==> run_1/gates.png <==
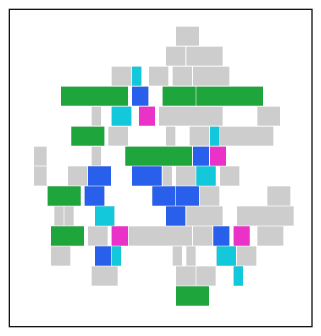
==> run_1/sizing.png <==
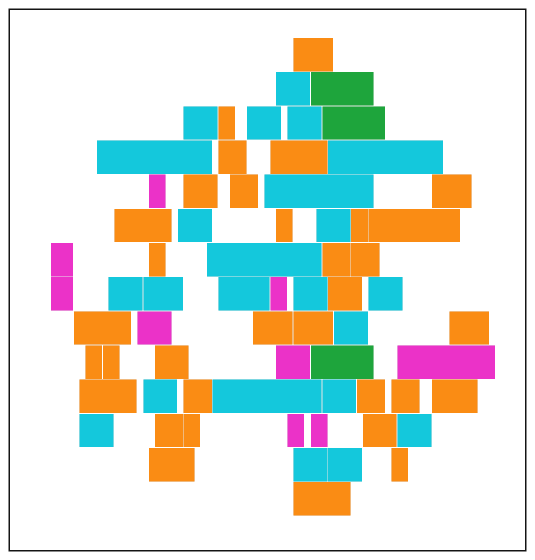
==> run_1/m2.png <==
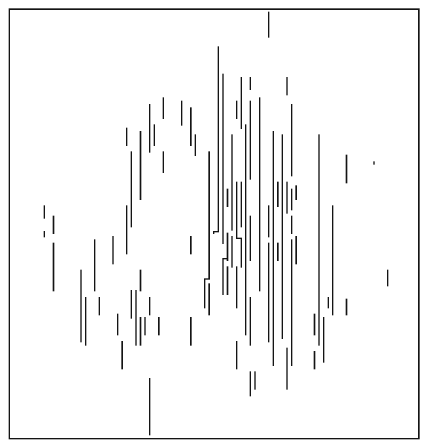
==> run_1/clock_nets.png <==
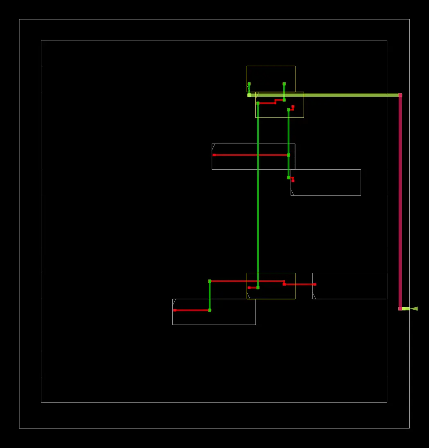
## config.mk

```make
export PLATFORM = sky130hd
export DESIGN_NAME = counter_flat
export DESIGN_NICKNAME = d
export VERILOG_FILES = /design/src/rtl/counter_pkg.sv /design/src/rtl/counter_if.sv /design/src/rtl/counter_jk_ff.sv /design/src/rtl/counter.sv /design/src/flat_wrapper.sv
export SDC_FILE = /design/constraint.sdc
export NUM_CORES = 1
export LEC_CHECK = 0
export CAP_MARGIN = 20
export CORE_AREA = 2 2 39 41
export CTS_BUF_LIST = sky130_fd_sc_hd__clkbuf_8
export DETAILED_ROUTE_END_ITERATION = 6
export DIE_AREA = 0 0 41 43
export REMOVE_ABC_BUFFERS = 1
export SYNTH_ARGS = -nofsm -noshare
export SYNTH_HDL_FRONTEND = slang
export SYNTH_HIERARCHICAL = 1
export SYNTH_SLANG_ARGS = --single-unit
```

## constraint.sdc

```tcl
create_clock -name CLK -period 1.4 [get_ports CLK]
set_input_delay 0.42 -clock CLK [delete_from_list [all_inputs] [get_ports CLK]]
set_output_delay 0.42 -clock CLK [all_outputs]
set_load 0.01 [all_outputs]
```

## src/rtl/counter_pkg.sv

```systemverilog
// Shared definitions for the JK-flip-flop counter.
//   CNT_WIDTH  : default counter width in bits
//   jk_mode_e  : {J,K} control encodings (HOLD, CLR, SET, TOG)
package counter_pkg;

  localparam int CNT_WIDTH = 4;

  typedef enum logic [1:0] {
    HOLD = 2'b00,
    CLR  = 2'b01,
    SET  = 2'b10,
    TOG  = 2'b11
  } jk_mode_e;

endpackage

```

## src/rtl/counter_if.sv

```systemverilog
// Bus bundle between the counter and whatever drives it.
//   J, K : shared JK controls (driven by master)
//   Q    : registered counter state (driven by slave)
interface counter_if #(
  parameter int WIDTH = counter_pkg::CNT_WIDTH
) ();

  logic             J;
  logic             K;
  logic [WIDTH-1:0] Q;

  modport master (output J, output K, input  Q);
  modport slave  (input  J, input  K, output Q);

endinterface

```

## src/rtl/counter_jk_ff.sv

```systemverilog
// Single JK flip-flop stage with synchronous active-high reset.
//   CLK : clock, rising edge
//   RST : synchronous reset, forces q to 0
//   j,k : JK inputs (00 hold, 01 clear, 10 set, 11 toggle)
//   q   : registered output
module jk_ff
  import counter_pkg::*;
(
  input  logic CLK,
  input  logic RST,
  input  logic j,
  input  logic k,
  output logic q
);

  logic q_q;
  logic q_d;

  always_comb begin
    q_d = q_q;
    case ({j, k})
      HOLD:    q_d = q_q;
      CLR:     q_d = 1'b0;
      SET:     q_d = 1'b1;
      default: q_d = ~q_q;
    endcase
  end

  always_ff @(posedge CLK) begin
    if (RST) q_q <= 1'b0;
    else     q_q <= q_d;
  end

  assign q = q_q;

endmodule

```

## src/rtl/counter.sv

```systemverilog
// Synchronous binary counter built from a chain of JK flip-flops.
// Each stage sees the shared J/K gated by the carry of the bits below it,
// giving hold / count-up / carry-gated set / carry-gated clear modes.
//   CLK : system clock, rising edge
//   RST : synchronous active-high reset, Q -> 0
//   bus : counter_if.slave carrying J, K (in) and Q (out)
module counter
  import counter_pkg::*;
#(
  parameter int WIDTH = CNT_WIDTH
) (
  input  logic      CLK,
  input  logic      RST,
  counter_if.slave  bus
);

  logic [WIDTH-1:0] e;    // stage enables: AND of all lower bits
  logic [WIDTH-1:0] q_w;  // collected stage outputs

  // Enables use the pre-edge Q, so every stage updates in the same edge
  // rather than rippling.
  assign e[0] = 1'b1;

  for (genvar i = 1; i < WIDTH; i++) begin : g_carry
    assign e[i] = e[i-1] & q_w[i-1];
  end

  for (genvar i = 0; i < WIDTH; i++) begin : g_stage
    jk_ff u_ff (
      .CLK (CLK),
      .RST (RST),
      .j   (bus.J & e[i]),
      .k   (bus.K & e[i]),
      .q   (q_w[i])
    );
  end

  assign bus.Q = q_w;

endmodule

```

## src/flat_wrapper.sv

```systemverilog
// flat-port wrapper written by rule: the top's interface ports become plain ports
module counter_flat import counter_pkg::*;
#(
  parameter int WIDTH = CNT_WIDTH
)
  (CLK, RST, bus_J, bus_K, bus_Q);
  counter_if #(.WIDTH(WIDTH)) bus_i ();
  input  logic CLK;
  input  logic RST;
  input wire logic [$bits(bus_i.J)-1:0] bus_J;
  input wire logic [$bits(bus_i.K)-1:0] bus_K;
  output wire logic [$bits(bus_i.Q)-1:0] bus_Q;
  assign bus_i.J = bus_J;
  assign bus_i.K = bus_K;
  assign bus_Q = bus_i.Q;
  counter #(.WIDTH(WIDTH)) u_core (.CLK(CLK), .RST(RST), .bus(bus_i));
endmodule
```

==> reports/qor.yml, run 1 <==
status: "complete, but fails checks"
violations: "setup timing"
r2r-end: "u_core/g_stage[3].u_ff/q$_SDFFE_PP0P_"
fin_area_um2: 642
cts_tree: "yes"
busiest_layer: "met2"
synth_area_per_cell_um2: 8.40
wl_per_cell_um: 9.79
tapCellCount: 16
mostFrequentLayoutCells: "buf_4, ha_1"
crit_type: "flip-flop to flip-flop"
maxPowerGroup: "clock"
cts_hold_buf: 0
slowest_stage: "dfxtp_4"
whs_path_depth: 2
critical_path_arrival_ps: 1550
chipArea_um2: 1760
holdWs_ps: 476
power.density_nw_per_um2: 722
htree_levels: 1
worst_slack_ps: -7.91
io_buffers: 7
max_stage_delay_ps: 360
crit_chain: "and4_1 > inv_1 > ha_4 > or3_1 > a31oi_1"
ys_types: 10
worst-path-buf-inv: 1
setup_viol: 1
rr_worst_depth: 5
seq_share_pct: 13.8
syn2layout_area_growth_pct: 81.9
r2r_slack_ps: -8
diodes: 0
rows: 14
p_seq_uw: 132
peakVddDrop_uv: 194
final.min_clock_period_ps: 1410
slew_viol_final: 0
ys_cells: 42
cp.required_ps: 1540
drt_first_pass_iters: 2
dp_cells: 77
combinationalPowerShare_pct: 20.2
swShare_pct: 21.6
synth_flop_count: 4
ys_top_logic_family: "simple AND/OR/NAND/NOR gates"
synth-edff-count: 0
die_h_um: 43
place_congestion: 0.659
Notes on gates.png above:
legend:
  aoi and oai cells:
    color: magenta
    cells: 4
    most_used: a31oi_1
  nand cells:
    color: cyan
    cells: 8
  and/or cells:
    color: blue
    cells: 10
    most_used: or3_1
    where: middle
  fa/ha/maj cells:
    color: green
    cells: 8
    most_used: ha_1

Notes on sizing.png above:
legend:
  x1 and smaller:
    color: orange
    cells: 33
    most_used: ha_1
  x2:
    color: magenta
    cells: 9
    most_used: inv_2
  x3 and x4:
    color: cyan
    cells: 23
    most_used: buf_4
  x6 and larger:
    color: green
    cells: 3
    most_used: clkbuf_8

Notes on m2.png above:
nets with wire on the layer: 70
main direction: vertical
longest straight run: 23.5 um
wire length on this layer: 418 um
share of all routed wire: 51%
Post-Route WL: 822 um
via count: 379
GRT met2 Usage: 14.1%

Notes on clock_nets.png above:
Flops: 4
clock-net power: 237 uW
TritonCTS buffer count: 3
clk_skew: 0.870 ps

==> run_1/class_map.png <==
Scale bar: 10 um. Fill, decap, tap and diode cells in gray.
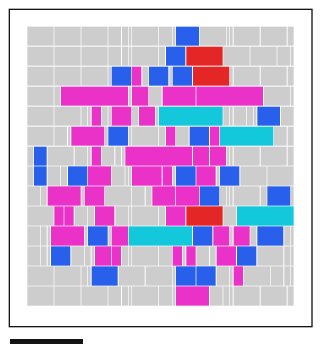

==> inputs of run 2 (changes only) <==
CELL_PAD_IN_SITES_DETAIL_PLACEMENT = 0   (was default)
CELL_PAD_IN_SITES_GLOBAL_PLACEMENT = 1   (was default)
PLACE_DENSITY_LB_ADDON = 0.1   (was default)
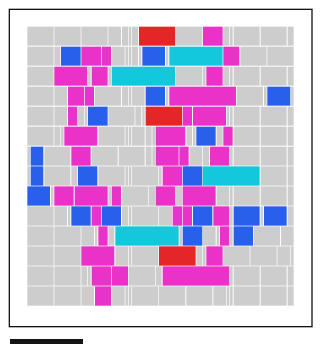
(run_2/class_map.png)
Scale bar: 10 um. Fill, decap, tap and diode cells in gray.
legend:
  remaining buffers and delay cells:
    color: blue
    cells: 18
    share_of_their_area: 24%
  remaining logic cells:
    color: magenta
    cells: 38
    share_of_their_area: 53%
  clock-net drivers:
    color: red
    cells: 3
    share_of_their_area: 7.3%
  registers:
    color: cyan
    cells: 4
    share_of_their_area: 16%
sequential share of cell area: 15.1%
Finished Cell Area: 588 um^2
Row Count: 14
Placeable Area: 1380 um^2

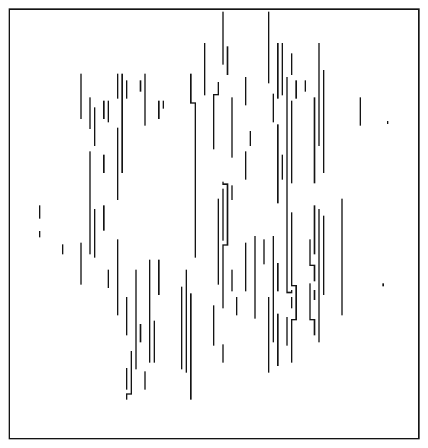
(run_2/m2.png)
nets with wire on the layer: 67
share of all routed wire: 54%
longest straight run: 21.6 um
wire length on this layer: 446 um
via count: 387
Post-Route WL: 829 um
GRT met2 Usage: 20.0%

==> run 2 against run 1 <==
Compared with the run above:
- the run still ends with setup timing left
- clock skew rose by 1.3 ps
- hold slack improved by 27 ps
- combinational power down 8.7%
- maximum frequency fell by 0.27%
- first-iteration DRC count is 60% lower
- setup slack worse by 3.8 ps
- final cell count down 6.0%
- global-route usage increased by 1.2 points
- via count up 2.1%
- die area stayed put
- area after synthesis stayed put
- critical endpoint unchanged
- largest cell class unchanged
==> reports/qor.yml, run 2 <==
clk_latency_ps: 220  # was 210 ps
n_all_buffers: 18  # was 23
p_seq_uw: 132  # about the same
critPathCapture: "u_core/g_stage[3].u_ff/q$_SDFFE_PP0P_"  # unchanged
xor_share_pct: 0  # unchanged
common_cells: "ha_1, inv_1"  # unchanged
clock_net_power_uw: 246  # was 237 uW
wl_per_cell_um: 10.5  # was 9.79 um
cts_hold_buf: 0  # unchanged
whs_path_depth: 2  # unchanged
io_pins: 8  # unchanged
place_area_um2: 518  # was 533 um^2
fp_util_pct: 25.5  # unchanged
die_h_um: 43  # unchanged
busiest_layer: "met2"  # unchanged
diodes: 0  # unchanged
drt-initial-drc-count: 2  # was 5
worst-path-buf-inv: 1  # unchanged
final_common_cell: "buf_4"  # unchanged
grt_overflow: 0  # unchanged
slowest_stage: "dfxtp_4"  # unchanged
n_sequential_cell: 4  # unchanged
power.density_nw_per_um2: 788  # was 722 nW/um^2
htree_levels: 1  # unchanged
cp.required_ps: 1540  # about the same
clk_pin_slew_worst_paths_ps: 30  # about the same
tapCellCount: 16  # unchanged
swShare_pct: 23.0  # was 21.6%
area_leaders: "ha_1, dfxtp_1, inv_1"  # unchanged
maxPowerGroup: "clock"  # unchanged
wl_met3_um: 32  # was 35 um
start_kind: "flip-flop"  # unchanged
r2r-end: "u_core/g_stage[3].u_ff/q$_SDFFE_PP0P_"  # unchanged
ys_area_um2: 353  # unchanged
grt_use_met1_pct: 10.9  # was 11.1%
ys_types: 10  # unchanged
drt_first_pass_iters: 2  # unchanged
max_stage_delay_ps: 360  # about the same
rr_worst_depth: 5  # unchanged
cts-root-buf: "clkbuf_8"  # unchanged
crit_chain: "and4_1 > inv_2 > ha_4 > or3_1 > a31oi_1"  # was and4_1 > inv_1 > ha_4 > or3_1 > a31oi_1
chipArea_um2: 1760  # unchanged
ys_top_logic_family: "simple AND/OR/NAND/NOR gates"  # unchanged
combinationalPowerShare_pct: 18.4  # was 20.2%
drc: 0  # unchanged
final.min_clock_period_ps: 1410  # about the same
comb_area_share_pct: 46.0  # was 44.4%
slew_viol_final: 0  # unchanged
fin_cells: 79  # was 84
fin_skew_ps: 2.16  # was 0.870 ps
crit_type: "flip-flop to flip-flop"  # unchanged
worst_slack_ps: -11.7  # was -7.91 ps
ys_cells: 42  # unchanged
place_congestion: 0.642  # was 0.659
syn2layout_area_growth_pct: 66.7  # was 81.9%
p_comb_uw: 85.4  # was 93.5 uW
synth-edff-count: 0  # unchanged
antenna_found_initial: 0  # unchanged
fill_cells: 143  # was 146
yosys.area.top_type: "ha_1"  # unchanged
mostFrequentLayoutCells: "buf_4, ha_1, inv_2"  # was buf_4, ha_1
r2r_slack_ps: -10  # was -8 ps
peakVddDrop_uv: 312  # was 194 uV
hold_end: "u_core/g_stage[3].u_ff/q$_SDFFE_PP0P_"  # unchanged
holdWs_ps: 503  # was 476 ps
final-seq-area_um2: 88.8  # unchanged
cts_inserted_buffers: 3  # unchanged
violations: "setup timing"  # unchanged
io_buffers: 7  # unchanged
cts_tree: "yes"  # unchanged
setup_viol: 1  # unchanged
tightest_slew_ps: 215  # was 171 ps
status: "complete, but fails checks"  # unchanged
critical_path_arrival_ps: 1550  # about the same
synth_area_per_cell_um2: 8.40  # unchanged
netlist_area_um2: 353  # unchanged
synth_flop_count: 4  # unchanged
ant_nets: 0  # unchanged
dp_cells: 75  # was 77
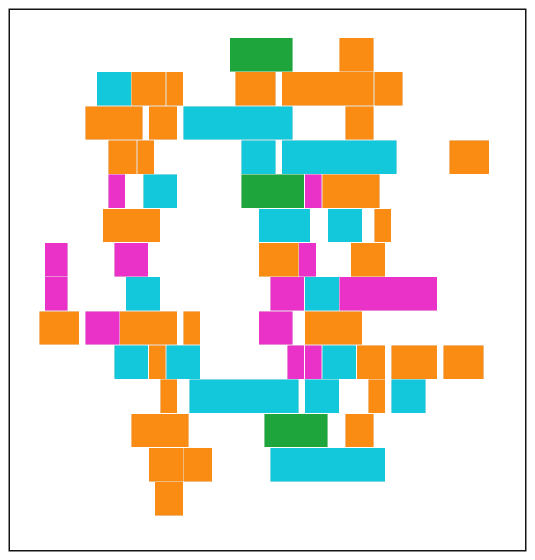
(run_2/sizing.png)
legend:
  x6 and larger:
    color: green
    cells: 3
    most_used: clkbuf_8
  x1 and smaller:
    color: orange
    cells: 32
    most_used: ha_1
  x3 and x4:
    color: cyan
    cells: 16
    most_used: buf_4
  x2:
    color: magenta
    cells: 12
    most_used: inv_2

==> run_2/gates.png <==
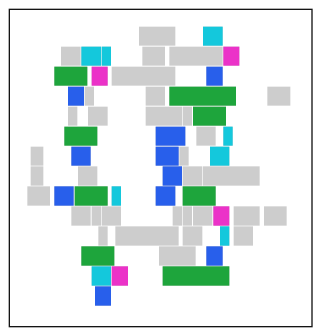

==> inputs of run 3 (changes only) <==
DONT_BUFFER_PORTS = 1   (was default)
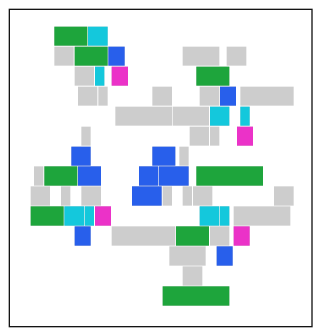
(run_3/gates.png)
legend:
  nand cells:
    color: cyan
    cells: 8
  aoi and oai cells:
    color: magenta
    cells: 4
    most_used: a31oi_1
  and/or cells:
    color: blue
    cells: 10
    most_used: or3_1
  fa/ha/maj cells:
    color: green
    cells: 8
    most_used: ha_1
Cell Count, Final, Fillers Out: 74
Top cell excl fill/tap: buf_4
fraction of area in multi-input gates: 50.0%

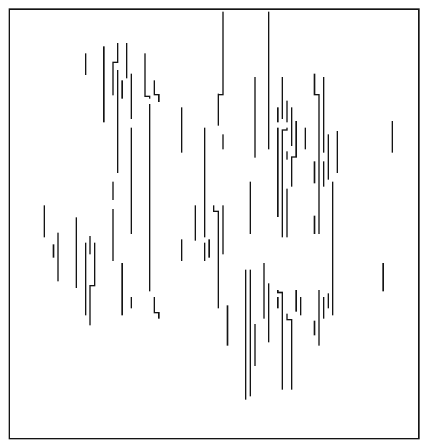
(run_3/m2.png)
share of all routed wire: 51%
main direction: vertical
longest straight run: 18.7 um
wire length on this layer: 381 um
via count: 345
Post-Route WL: 749 um
GRT met2 Usage: 17.2%

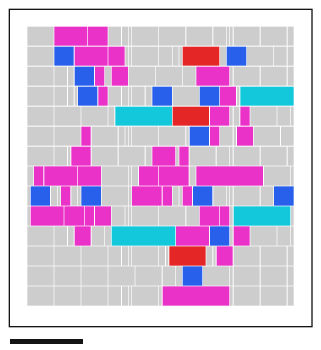
(run_3/class_map.png)
Scale bar: 10 um. Fill, decap, tap and diode cells in gray.
legend:
  remaining buffers and delay cells:
    color: blue
    cells: 13
    share_of_their_area: 18%
  remaining logic cells:
    color: magenta
    cells: 38
    share_of_their_area: 58%
  registers:
    color: cyan
    cells: 4
    share_of_their_area: 16%
  clock-net drivers:
    color: red
    cells: 3
    share_of_their_area: 7.8%

==> run 3 against run 2 <==
Compared with the run above:
- the run now ends clean
- sequential power about the same
- sequential cell count unchanged
- register-to-register slack better by 70 ps
- first-iteration DRC count up 50%
- die area unchanged
- combinational power down 16%
- critical path depth unchanged
- maximum frequency up 5.2%
- area after synthesis unchanged
- power down 2.9%
- hold slack worse by 240 ps
==> reports/qor.yml, run 3 <==
status: "complete, no violations"  # was complete, but fails checks
grt_use_met1_pct: 12.1  # was 10.9%
cts_inserted_buffers: 3  # unchanged
place_area_um2: 470  # was 518 um^2
startpoint: "u_core/g_stage[0].u_ff/q$_SDFFE_PP0P_"  # unchanged
clk_pin_slew_worst_paths_ps: 30  # about the same
swShare_pct: 22.3  # was 23.0%
clk_latency_ps: 220  # about the same
wl_met3_um: 29  # was 32 um
core_um2: 1380  # unchanged
drt_first_pass_iters: 2  # unchanged
clock_net_power_uw: 247  # was 246 uW
compound_area_share_pct: 7.09  # unchanged
ys_cells: 42  # unchanged
fin_skew_ps: 1.45  # was 2.16 ps
rr_worst_depth: 5  # unchanged
htree_levels: 1  # unchanged
rows: 14  # unchanged
synth_area_per_cell_um2: 8.40  # unchanged
slew_viol_final: 0  # unchanged
ys_top_logic_family: "simple AND/OR/NAND/NOR gates"  # unchanged
final.min_clock_period_ps: 1340  # was 1410 ps
place_congestion: 0.600  # was 0.642
die_h_um: 43  # unchanged
hold_end: "u_core/g_stage[2].u_ff/q$_SDFFE_PP0P_"  # was u_core/g_stage[3].u_ff/q$_SDFFE_PP0P_
r2r-end: "u_core/g_stage[2].u_ff/q$_SDFFE_PP0P_"  # was u_core/g_stage[3].u_ff/q$_SDFFE_PP0P_
cts_hold_buf: 0  # unchanged
io_buffers: 0  # was 7
mostFrequentLayoutCells: "buf_4, ha_1"  # was buf_4, ha_1, inv_2
antenna_found_initial: 0  # unchanged
cts-root-buf: "clkbuf_8"  # unchanged
start_kind: "flip-flop"  # unchanged
cts_tree: "yes"  # unchanged
yosys.area.top_type: "ha_1"  # unchanged
clock_area_share_pct: 7.50  # was 7.02%
fill_cells: 142  # was 143
ys_area_um2: 353  # unchanged
tapCellCount: 16  # unchanged
syn2layout_area_growth_pct: 56.0  # was 66.7%
tightest_slew_ps: 157  # was 215 ps
power.density_nw_per_um2: 818  # was 788 nW/um^2
crit_chain: "and3_4 > inv_2 > ha_4 > or3_1 > a31oi_1"  # was and4_1 > inv_2 > ha_4 > or3_1 > a31oi_1
r2r_slack_ps: 60  # was -10 ps
chipArea_um2: 1760  # unchanged
xor_share_pct: 0  # unchanged
drt-initial-drc-count: 3  # was 2
wl_per_cell_um: 10.1  # was 10.5 um
fin_area_um2: 551  # was 588 um^2
cp.required_ps: 1540  # about the same
n_sequential_cell: 4  # unchanged
worst_slack_ps: 58.4  # was -11.7 ps
slowest_stage: "dfxtp_4"  # unchanged
netlist_area_um2: 353  # unchanged
critPathCapture: "u_core/g_stage[2].u_ff/q$_SDFFE_PP0P_"  # was u_core/g_stage[3].u_ff/q$_SDFFE_PP0P_
crit_type: "flip-flop to flip-flop"  # unchanged
p_comb_uw: 71.9  # was 85.4 uW
drc: 0  # unchanged
peakVddDrop_uv: 286  # was 312 uV
ys_types: 10  # unchanged
n_all_buffers: 13  # was 18
grt_overflow: 0  # unchanged
setup_viol: 0  # was 1
maxPowerGroup: "clock"  # unchanged
critical_path_arrival_ps: 1480  # was 1550 ps
whs_path_depth: 1  # was 2
area_leaders: "ha_1, dfxtp_1, inv_1"  # unchanged
dp_cells: 71  # was 75
Power figures rest on the tool's default switching activity, not on a simulated workload.
